run_1/final_placement.png
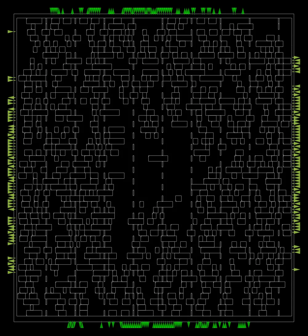
run_1/pins.png
(3 px per µm) Pins as bars across the die edge, other pins in grey.
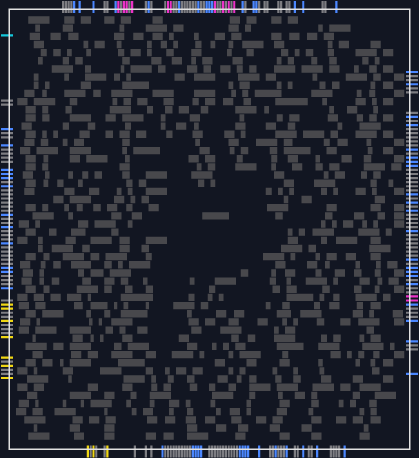
run_1/met2.png
(2 px per µm) Cells faint in the background.
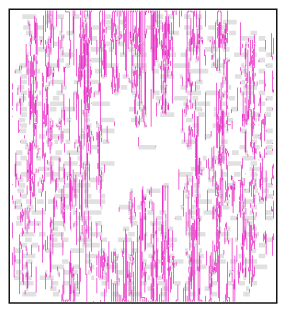
==> config.mk <==
export PLATFORM = sky130hd
export DESIGN_NAME = fib_hash_arbiter
export DESIGN_NICKNAME = d
export VERILOG_FILES = /design/src/rtl/fib_pkg.sv /design/src/rtl/rr_arbiter.sv /design/src/rtl/fib_hash_arbiter.sv
export SDC_FILE = /design/constraint.sdc
export NUM_CORES = 1
export LEC_CHECK = 0
export CAP_MARGIN = 5
export CELL_PAD_IN_SITES_DETAIL_PLACEMENT = 2
export CELL_PAD_IN_SITES_GLOBAL_PLACEMENT = 2
export CORE_ASPECT_RATIO = 1.1
export CORE_UTILIZATION = 21
export CTS_CLUSTER_SIZE = 12
export DETAILED_ROUTE_END_ITERATION = 12
export GPL_TIMING_DRIVEN = 1
export PLACE_DENSITY_LB_ADDON = 0.1
export SYNTH_ARGS = -nofsm -noshare
export SYNTH_HDL_FRONTEND = slang
export SYNTH_SLANG_ARGS = --single-unit
==> constraint.sdc <==
create_clock -name clk -period 4.3 [get_ports clk]
set_input_delay 1.29 -clock clk [delete_from_list [all_inputs] [get_ports clk]]
set_output_delay 1.29 -clock clk [all_outputs]
set_load 0.05 [all_outputs]
==> src/rtl/fib_pkg.sv <==
// Types and constants shared by the FIB table, the PIT and the hash-unit arbiter.
package fib_pkg;

  localparam int PREFIX_W = 64;
  localparam int LEN_W    = 6;
  localparam int HASH_W   = 10;

  typedef struct packed {
    logic [PREFIX_W-1:0] prefix;
    logic [LEN_W-1:0]    len;
  } fib_req_t;

  // Round-robin successor of requester idx among n requesters.
  function automatic int rr_next(input int idx, input int n);
    return (idx + 1 >= n) ? 0 : idx + 1;
  endfunction

endpackage

==> src/rtl/rr_arbiter.sv <==
// Combinational round-robin arbiter: the first set req bit at or above ptr, with
// wrap, receives the one-hot grant.
module rr_arbiter #(
  parameter int N = 2
) (
  input  logic [N-1:0]         req,
  input  logic [$clog2(N)-1:0] ptr,
  output logic [N-1:0]         gnt
);

  localparam int PW = $clog2(N);

  logic [PW:0] idx;
  logic        found;

  always_comb begin
    gnt   = '0;
    found = 1'b0;
    idx   = '0;
    for (int k = 0; k < N; k++) begin
      idx = {1'b0, ptr} + (PW+1)'(k);
      if (idx >= (PW+1)'(N)) idx = idx - (PW+1)'(N);
      if (!found && req[idx[PW-1:0]]) begin
        gnt[idx[PW-1:0]] = 1'b1;
        found            = 1'b1;
      end
    end
  end

endmodule

==> src/rtl/fib_hash_arbiter.sv <==
// Shares the prefix hash unit between FIB requesters: round-robin grant, registered
// hash inputs, and a tag pipeline that routes each hash back to its issuer.
module fib_hash_arbiter #(
  parameter int NUM_REQ  = 2,
  parameter int PREFIX_W = fib_pkg::PREFIX_W,
  parameter int LEN_W    = fib_pkg::LEN_W,
  parameter int HASH_W   = fib_pkg::HASH_W,
  parameter int HASH_LAT = 1
) (
  input  logic                        clk,
  input  logic                        rst,
  input  logic [NUM_REQ-1:0]          req_valid,
  output logic [NUM_REQ-1:0]          req_ready,
  input  logic [NUM_REQ*PREFIX_W-1:0] req_prefix,
  input  logic [NUM_REQ*LEN_W-1:0]    req_len,
  output logic [NUM_REQ-1:0]          rsp_valid,
  output logic [HASH_W-1:0]           rsp_hash,
  output logic [PREFIX_W-1:0]         hash_prefix_in,
  output logic [LEN_W-1:0]            hash_len_in,
  input  logic [HASH_W-1:0]           hash
);

  import fib_pkg::*;

  localparam int PW = $clog2(NUM_REQ);

  logic [PW-1:0]      rr_ptr;
  logic [PW-1:0]      ptr_next;
  logic [PW-1:0]      gnt_idx;
  logic [NUM_REQ-1:0] outstanding;
  logic [NUM_REQ-1:0] eligible;
  logic [NUM_REQ-1:0] gnt;
  logic [NUM_REQ-1:0] rsp_set;
  logic               accept;
  logic [HASH_LAT-1:0] pipe_valid;
  logic [PW-1:0]       pipe_tag [HASH_LAT];

  assign eligible = req_valid & ~outstanding;

  rr_arbiter #(.N(NUM_REQ)) u_rr (
    .req (eligible),
    .ptr (rr_ptr),
    .gnt (gnt)
  );

  assign req_ready = rst ? '0 : gnt;
  assign accept    = |req_ready;

  always_comb begin
    gnt_idx = '0;
    for (int i = 0; i < NUM_REQ; i++)
      if (gnt[i]) gnt_idx = PW'(i);
  end

  assign ptr_next = PW'(rr_next(int'(gnt_idx), NUM_REQ));

  // The oldest pipeline entry is the request whose hash is valid this cycle.
  always_comb begin
    rsp_set = '0;
    if (pipe_valid[HASH_LAT-1]) rsp_set[pipe_tag[HASH_LAT-1]] = 1'b1;
  end

  always_ff @(posedge clk) begin
    if (rst) begin
      rr_ptr         <= '0;
      outstanding    <= '0;
      rsp_valid      <= '0;
      rsp_hash       <= '0;
      hash_prefix_in <= '0;
      hash_len_in    <= '0;
      pipe_valid     <= '0;
      for (int i = 0; i < HASH_LAT; i++) pipe_tag[i] <= '0;
    end else begin
      outstanding <= (outstanding & ~rsp_set) | req_ready;
      rsp_valid   <= rsp_set;
      if (pipe_valid[HASH_LAT-1]) rsp_hash <= hash;

      pipe_valid[0] <= accept;
      pipe_tag[0]   <= gnt_idx;
      for (int i = 1; i < HASH_LAT; i++) begin
        pipe_valid[i] <= pipe_valid[i-1];
        pipe_tag[i]   <= pipe_tag[i-1];
      end

      if (accept) begin
        hash_prefix_in <= req_prefix[gnt_idx*PREFIX_W +: PREFIX_W];
        hash_len_in    <= req_len[gnt_idx*LEN_W +: LEN_W];
        rr_ptr         <= ptr_next;
      end
    end
  end

endmodule

==> flow_summary_export.csv, run 1 <==
group,metric,value,unit
job,drv_cap,0,
final_layout,drive_gt1_share,5.506,%
yosys,synth_cells,473,
yosys,numSynthFlops,87,
routing,drtIter0Drc,164,
yosys,ys_area,0.003966,mm²
floorplan,fp_util,21.47,%
routing,post-route-drc-count,0,
yosys,avgSynthCellArea,8.385,µm²
grt,grt_max_degree,75,
yosys,synth-seq-area-share,43.91,%
routing,dr.pass1.iters,4,
cts,cts_buffer_depth,2,
status,outcome,"complete, no violations",
worst_setup_path,critPathSlowestCell,"clkdlybuf4s50_1",
power,peakVddDrop,0.1810,mV
sta,fin_skew,4.732,ps
routing,routed_via_density,5.144,
final_layout,final_nets,821,
power,pwr_density_cell,412.1,mW/mm²
yosys,fp_nets,627,
cts,cts-root-buf,"clkbuf_16",
grt,grt_use_total,19.46,%
worst_setup_path,ff2ff_setup_slack,2290,ps
worst_hold_path,hp-class,"register to register",
floorplan,die_area,0.01944,mm²
final_layout,layout.area.comb,0.001962,mm²
cts,htreeDepth,3,
worst_setup_path,crit_type,"primary input to primary output",
cts,cts_resized,0,
cts,cts_tree,"yes",
sta,maxSlewHeadroom,40.63,%
power,power,2.822,mW
cts,cts_made_buffers,9,
yosys,yosys_warnings,0,
final_layout,antenna_cells,0,
yosys,synth.cell_area,0.003966,mm²
floorplan,num_rows,52,
final_layout,syn_to_final_growth,72.65,%
routing,avgRoutedWirePerCell,20.57,µm
worst_setup_path,cp.required,3010,ps
sta,layout_min_cycle_time,3944,ps
worst_setup_path,cp_num_buf_inv,2,
worst_setup_path,max_stage_delay,530,ps
worst_setup_path,crit_family,"buffers and inverters",
worst_setup_path,arrival,2650,ps
cts,cts_setup_buffers,0,
cts,clk_pin_slew_worst_paths,70,ps
final_layout,layout_top_cells,"clkdlybuf4s50_1 (235), dfxtp_1 (87), nand3_1 (70), o31ai_1 (70), a31oi_1 (70)",
job,warning_count,26,
worst_setup_path,crit_chain,"clkdlybuf4s50_1, or3b_2, nand2_1, nor2_1, buf_12",
worst_setup_path,endpoint_kind,"primary output",
sta,period_used_share,91.73,%
routing,ant_nets,0,
worst_setup_path,cp_max_fo,4,
sta,tns,0,ps
sta,hold_viol,0,
placement,dp_hpwl,12.03,mm
sta,tightest_slew,890.5,ps
floorplan,pin_count,238,
sta,rsz0062_at_grt,"no",
cts,clkSinkCount,87,
cts,postCtsHoldBufs,0,
grt,grt_pass1_vias,5125,
cts,clock.latency.late_pin,350,ps
yosys,ys_cells,473,
yosys,synth.distinct_cells,24,
sta,slew_violations,0,
power,power_leakage,2.407,nW
sta,fmax,253.5,MHz
final_layout,final_common_cell,"clkdlybuf4s50_1",
placement,gp_congestion,0.7538,
-- final_placement.png (at the start) --
core area: 0.01848 mm²
fillcell total: 2053
sequential cell area share: 25.43%
final std cells w/o fill: 915

-- pins.png (at the start) --
colour	port	pins	direction	edge
magenta	req_len	12	input	10 top, 2 right
blue	hash_prefix_in	64	output	21 right, 16 top, 15 bottom, 12 left
yellow	hash	10	input	7 left, 3 bottom
cyan	clk	1	input	left
all pins by edge	62 right, 61 top, 58 bottom, 57 left
Die Width: 133.0 µm
die height: 146.1 µm
PortBufs: 237

-- met2.png (at the start) --
nets with wire on the layer	751
wire length on this layer	8940 µm
via count: 4707
final WL: 18.82 mm
met2 Usage GRT: 32.38%

[run 1: logic make-up (layout without fill, tap and decap cells)]
group | count (synthesis) | in the layout | share of synthesized area (%)
AND-OR/OR-AND | 215 | 215 | 34.13
AND/OR/NAND/NOR | 95 | 95 | 12.02
flip-flops | 87 | 87 | 43.91
buffers and inverters | 66 | 265 | 7.413
multiplexers | 10 | 10 | 2.524
[run 1: power by group]
group          total, mW  internal, mW  switching (mW)
registers          0.953         0.897          0.0565
clock network      0.878         0.526           0.352
logic              0.990         0.373           0.617
[run 1: final timing paths]
path	startpoint	cells after the start	endpoint
setup / recovery	req_valid[0]	5	req_ready[1]
hold / removal	pipe_tag[0]$_SDFF_PP0_	1	rsp_valid[0]$_SDFF_PP0_
setup reg to reg	outstanding[1]$_SDFF_PP0_	4	hash_len_in[2]$_SDFFE_PP0P_
hold reg to reg	pipe_tag[0]$_SDFF_PP0_	1	rsp_valid[0]$_SDFF_PP0_
[run 1: per-layer routing]
metal	GRT usage [%]	vias up	part of all wire, %
met2	32.38	159	47
met1	23.76	2319	43
met5	0	-	0
li1	-	2204	-
met4	7.644	0	2.5
met3	5.139	25	7.2
[run 1: Yosys cell counts]
cell	count	area share, %
clkbuf_2	1	0.13
buf_4	1	0.19
or3b_1	1	0.22
mux2i_1	10	2.5
dfxtp_1	87	44
nor3b_2	1	0.32
a31oi_1	70	11
a21oi_1	2	0.25
a31o_2	1	0.22
o31ai_1	70	13
inv_2	1	0.095
o21ai_1	11	1.4
buf_2	33	4.2
o21ai_0	59	7.4
a211oi_2	1	0.32
clkbuf_1	30	2.8
nand3_1	70	8.8
nor2b_1	2	0.32
nand2b_1	3	0.47
and3_1	1	0.16
nor2_1	13	1.2
nand2_1	3	0.28
nor3b_1	1	0.19
a21oi_2	1	0.22
[run 1: worst register-to-register path: stages, from the launching register on]
cell and delay, ps:
dfxtp_1 400, nand2b_2 420, buf_4 570, o21ai_0 300, a31oi_1 230
[run 1: layout make-up]
type | count | share of cell area, %
Timing Repair Buffer | 248 | 36.69
Multi-Input combinational cell | 320 | 28.65
Sequential cell | 87 | 25.43
Tap cell | 243 | 4.440
Clock buffer | 11 | 3.545
Clock inverter | 5 | 1.188
Inverter | 1 | 0.05481
[run 1: state kept, by name, indices dropped and copies added, names as in the netlist]
register / flops
hash_prefix_in: 64
rsp_hash: 10
hash_len_in: 6
outstanding: 2
rsp_valid: 2
pipe_tag: 1
pipe_valid: 1
rr_ptr: 1
[run 1: through the flow]
step                      util [%]  cell area [µm²]  hold WS, ps  instances  setup slack, ps
after floorplan                  -             3966        426.7        473            406.6
after global placement       35.31             6524        456.0        899            354.0
after detailed placement     35.31             6524        470.4        899            354.7
after CTS                    37.06             6848        483.4        915            351.8
after global routing         37.06             6848        498.5        915            288.5
final                        37.06             6848        476.7        915            355.5
==> run 1 -> run 2 <==
--- a/config.mk
+++ b/config.mk
@@ -5,6 +5,7 @@
 export SDC_FILE = /design/constraint.sdc
 export NUM_CORES = 1
 export LEC_CHECK = 0
+export ABC_CLOCK_PERIOD_IN_PS = 4300
 export CAP_MARGIN = 5
 export CELL_PAD_IN_SITES_DETAIL_PLACEMENT = 2
 export CELL_PAD_IN_SITES_GLOBAL_PLACEMENT = 2
run_2/metal_stack.png
(2 px per µm) Only two layers are drawn.
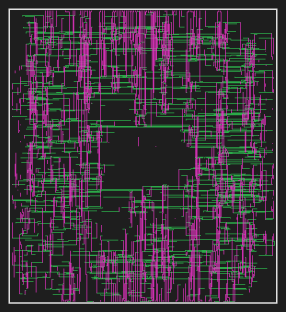
colour	layer	wire length
green	met1	8060 µm
magenta	met2	8940 µm

run_2/final_placement.png
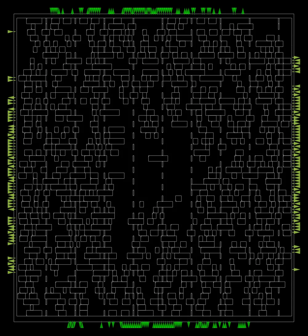
Rows: 52
Tap Count: 243
Final Core Density: 37.06%
FF+latch count: 87

run_2/pins.png
(3 px per µm) Pins as bars across the die edge, other pins in grey.
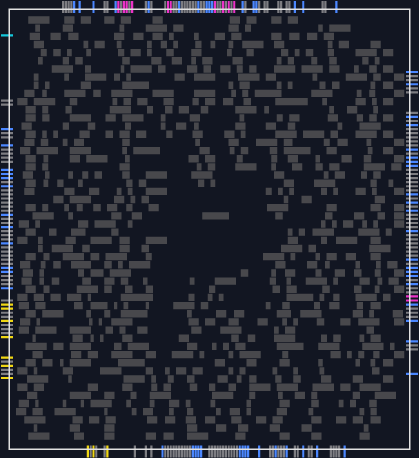
colour	port	pins	direction	edge
blue	hash_prefix_in	64	output	21 right, 16 top, 15 bottom, 12 left
cyan	clk	1	input	left
magenta	req_len	12	input	10 top, 2 right
yellow	hash	10	input	7 left, 3 bottom
all pins by edge	62 right, 61 top, 58 bottom, 57 left

==> flow_summary_export.csv, run 2 <==
group,metric,value,unit
placement,io_buffer_count,237,
worst_setup_path,cp.required,3010,ps
routing,num_vias,4707,
yosys,yosysTopAreaCellShare,43.91,%
worst_hold_path,hp-class,"register to register",
power,pwr_density_cell,412.1,mW/mm²
final_layout,fin_cells,915,
cts,cts_setup_buffers,0,
sta,setup_ws,355.5,ps
final_layout,layout.area.comb,0.001962,mm²
worst_setup_path,arrival,2650,ps
cts,postCtsHoldBufs,0,
routing,met1Wirelength,8.063,mm
yosys,ys_cells,473,
floorplan,die_area,0.01944,mm²
placement,placed_area,0.006524,mm²
sta,whs,476.7,ps
final_layout,antenna_cells,0,
routing,wl_met3,1.352,mm
yosys,synth-seq-area-share,43.91,%
worst_setup_path,crit_type,"primary input to primary output",
sta,hold_viol,0,
status,outcome,"complete, no violations",
grt,grt_use_total,19.46,%
cts,cts-root-buf,"clkbuf_16",
yosys,async_flop_share,0,%
final_layout,nFillCells,2053,
sta,rsz0062_at_grt,"no",
sta,tightest_slew,890.5,ps
sta,tns,0,ps
sta,layout_min_cycle_time,3944,ps
power,peakVddDrop,0.1810,mV
sta,maxSlewHeadroom,40.63,%
worst_setup_path,cp_max_fo,4,
power,intPower,1.796,mW
yosys,topCellsByArea,"dfxtp_1 (44%), o31ai_1 (13%), a31oi_1 (11%)",
final_layout,syn_to_final_growth,72.65,%
grt,grt_max_degree,75,
yosys,fp_nets,627,
power,p_clk_share,31.1,%
floorplan,core,0.01848,mm²
yosys,numSynthFlops,87,
yosys,top_cells_by_count,"dfxtp_1 (87), a31oi_1 (70), nand3_1 (70), o31ai_1 (70), o21ai_0 (59)",
routing,wl_met2,8.940,mm
yosys,top_area_cell,"dfxtp_1",
routing,routed_via_density,5.144,
cts,clock.latency.late_pin,350,ps
power,combPwrFrac,35.1,%
yosys,synth.distinct_cells,24,
cts,cts_tree,"yes",
final_layout,largest_register,"hash_prefix_in",
cts,cts_buffer_depth,2,
job,warning_count,26,
final_layout,layout_top_cells,"clkdlybuf4s50_1 (235), dfxtp_1 (87), nand3_1 (70), o31ai_1 (70), a31oi_1 (70)",
yosys,yosys_warnings,0,
## run 2: cell counts in the layout (fill, tap and decap cells not counted)
No cell type changed its count.
## run 2: path summary, 6_finish.rpt
kind                        startpoint                           to  slack, ps  cells past startpoint
max                       req_valid[0]                 req_ready[1]        360                      5
min             pipe_tag[0]$_SDFF_PP0_      rsp_valid[0]$_SDFF_PP0_        480                      1
max reg2reg  outstanding[1]$_SDFF_PP0_  hash_len_in[2]$_SDFFE_PP0P_       2290                      4
min reg2reg     pipe_tag[0]$_SDFF_PP0_      rsp_valid[0]$_SDFF_PP0_        480                      1
## run 2: kinds of logic after synthesis
family          Yosys count  share of synthesized area [%]
compound gates          215                          34.13
buf+inv                  66                          7.413
mux                      10                          2.524
flops                    87                          43.91
simple gates             95                          12.02
## run 2: metal layers
metal,track usage (%),vias up
met1,23.76,2319
met5,0,-
met2,32.38,159
met4,7.644,0
li1,-,2204
met3,5.139,25
## run 2: power by group through the flow
stage	logic, mW	clock network (mW)	registers, mW
2_1_floorplan	0.284	0	1.25
4_1_cts	1.00	0.910	0.954
5_1_grt	1.05	0.940	0.964
3_5_place_dp	0.998	0	0.970
6_report	0.990	0.878	0.953
3_3_place_gp	0.982	0	0.965
## run 2: critical path: stages
cell             delay, ps
clkdlybuf4s50_1        530
or3b_2                 480
nand2_1                120
nor2_1                  80
buf_12                 160
## run 2: area by class of cell
class                   instances  area share, %
clock buffers                  11          3.545
clock inverters                 5          1.188
inverters                       1        0.05481
multi-input cells             320          28.65
flip-flops and latches         87          25.43
well taps                     243          4.440
repair buffers                248          36.69
==> run 2 -> run 3 <==
--- a/config.mk
+++ b/config.mk
@@ -15,6 +15,7 @@
 export DETAILED_ROUTE_END_ITERATION = 12
 export GPL_TIMING_DRIVEN = 1
 export PLACE_DENSITY_LB_ADDON = 0.1
+export SLEW_MARGIN = 0
 export SYNTH_ARGS = -nofsm -noshare
 export SYNTH_HDL_FRONTEND = slang
 export SYNTH_SLANG_ARGS = --single-unit
run_3/metal_stack.png
(2 px per µm) Only two layers are drawn.
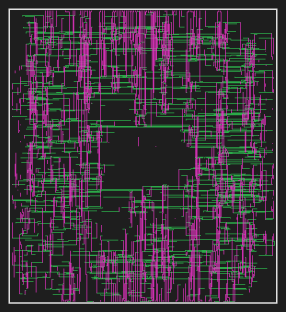
colour	layer	wire length
magenta	met2	8940 µm
green	met1	8060 µm

run_3/final_placement.png
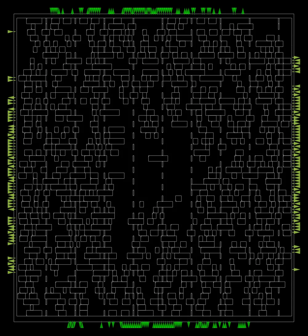

run_3/zoom.png
Region (47, 53) to (87, 93) µm. Cells in grey, sequential cells in the stronger grey; small squares are vias.
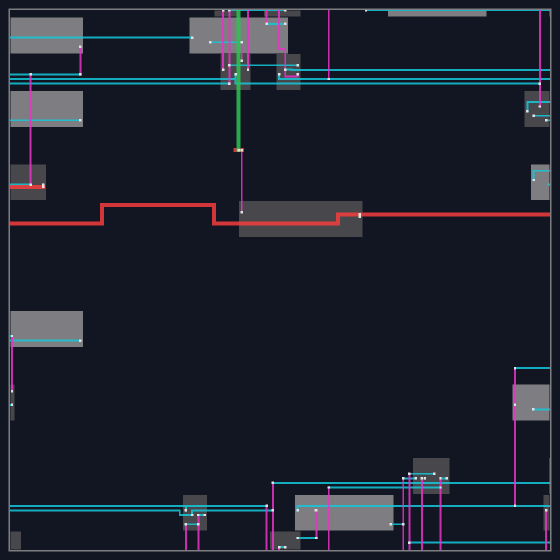
colour	layer
red	met3
green	met4
cyan	met1
magenta	met2
most frequent	dfxtp_1 (5), a31oi_1 (3), o21ai_0 (2)
netlist names of flops here include	hash_prefix_in (5)
cells with their middle in the window	13
sequential cells in the window	5

==> flow_summary_export.csv, run 3 <==
group,metric,value,unit
final_layout,fin_cells,915,
floorplan,num_rows,52,
power,pwr_density_cell,412.1,mW/mm²
placement,dpl.cell_count,899,
cts,cts_made_buffers,9,
cts,clk_pin_slew_worst_paths,70,ps
power,peakVddDrop,0.1810,mV
final_layout,largest_reg_flops,64,
final_layout,final_common_cell,"clkdlybuf4s50_1",
yosys,yosys_warnings,0,
sta,layout_min_cycle_time,3944,ps
cts,postCtsHoldBufs,0,
cts,clkSinkCount,87,
worst_setup_path,r2r_cells,4,
final_layout,nFillCells,2053,
placement,dp_hpwl,12.03,mm
sta,rsz0062_at_grt,"no",
floorplan,fp.dieH,146.1,µm
cts,clock.latency.late_pin,350,ps
yosys,synth.distinct_cells,24,
cts,cts_setup_buffers,0,
cts,cts_buffer_depth,2,
yosys,ys_cells,473,
cts,cts_tree,"yes",
final_layout,antenna_cells,0,
sta,fmax,253.5,MHz
final_layout,largest_register,"hash_prefix_in",
status,outcome,"complete, no violations",
yosys,async_flop_share,0,%
worst_hold_path,hp-class,"register to register",
final_layout,syn_to_final_growth,72.65,%
yosys,top_area_cell,"dfxtp_1",
sta,maxSlewHeadroom,40.63,%
grt,grt_use_total,19.46,%
routing,avgRoutedWirePerCell,20.57,µm
cts,cts-root-buf,"clkbuf_16",
routing,routed_via_density,5.144,
routing,num_vias,4707,
placement,io_buffer_count,237,
sta,tightest_slew,890.5,ps
worst_setup_path,arrival,2650,ps
final_layout,layout.area.comb,0.001962,mm²
job,warning_count,26,
yosys,top_cells_by_count,"dfxtp_1 (87), a31oi_1 (70), nand3_1 (70), o31ai_1 (70), o21ai_0 (59)",
grt,grt_max_degree,75,
yosys,synth-seq-area-share,43.91,%
worst_setup_path,cp.required,3010,ps
yosys,synth.cell_area,0.003966,mm²
floorplan,die_area,0.01944,mm²
sta,whs,476.7,ps
floorplan,pin_count,238,
job,drv_cap,0,
cts,htreeDepth,3,
sta,tns,0,ps
routing,wl,18.82,mm
worst_hold_path,hold_path_depth,1,
final_layout,final_nets,821,
yosys,numSynthFlops,87,
final_layout,layout_top_cells,"clkdlybuf4s50_1 (235), dfxtp_1 (87), nand3_1 (70), o31ai_1 (70), a31oi_1 (70)",
yosys,topCellsByArea,"dfxtp_1 (44%), o31ai_1 (13%), a31oi_1 (11%)",
yosys,fp_nets,627,
floorplan,core,0.01848,mm²
worst_setup_path,crit_type,"primary input to primary output",
routing,ant_nets,0,
worst_setup_path,cp_max_fo,4,
yosys,yosysTopAreaCellShare,43.91,%
sta,hold_viol,0,
worst_setup_path,start_kind,"primary input",
-- run 3: area by class of cell --
cell class                 instances  area share [%]
multi-input combinational        320           28.65
timing repair buffer             248           36.69
sequential                        87           25.43
tap                              243           4.440
clock buffer                      11           3.545
clock inverter                     5           1.188
inverter                           1         0.05481
-- run 3: cell families after synthesis --
logic type,after synthesis,share of synthesized area [%]
simple gates,95,12.02
mux,10,2.524
buf+inv,66,7.413
compound gates,215,34.13
flops,87,43.91
-- run 3: report_power, final --
| group | internal, mW | leakage (nW) | total [mW] | switching, mW |
|---|---|---|---|---|
| clock network | 0.526 | 0.156 | 0.878 | 0.352 |
| logic | 0.373 | 1.52 | 0.990 | 0.617 |
| registers | 0.897 | 0.726 | 0.953 | 0.0565 |
| total | 1.80 | 2.41 | 2.82 | 1.03 |
-- run 3: final timing paths --
| check | from | end | slack, ps |
|---|---|---|---|
| worst min-delay path | pipe_tag[0]$_SDFF_PP0_ | rsp_valid[0]$_SDFF_PP0_ | 480 |
| worst max-delay path | req_valid[0] | req_ready[1] | 360 |
| worst max register to register | outstanding[1]$_SDFF_PP0_ | hash_len_in[2]$_SDFFE_PP0P_ | 2290 |
| worst min register to register | pipe_tag[0]$_SDFF_PP0_ | rsp_valid[0]$_SDFF_PP0_ | 480 |
-- run 3: metrics by stage --
step	power [mW]	setup slack, ps	instance area (µm²)	util, %
after floorplan	1.538	406.6	3966	-
after global placement	1.948	354.0	6524	35.31
after detailed placement	1.968	354.7	6524	35.31
after CTS	2.867	351.8	6848	37.06
after global routing	2.952	288.5	6848	37.06
final	2.822	355.5	6848	37.06
-- run 3: metal layers --
layer	global-route usage, %	share of wire, %	up-vias
met3	5.139	7.2	25
met2	32.38	47	159
met4	7.644	2.5	0
met1	23.76	43	2319
li1	-	-	2204
met5	0	0	-
-- run 3: worst max-delay path, cell delays in order --
cell	delay (ps)
clkdlybuf4s50_1	530
or3b_2	480
nand2_1	120
nor2_1	80
buf_12	160
Power is estimated from default activity; no workload was simulated.
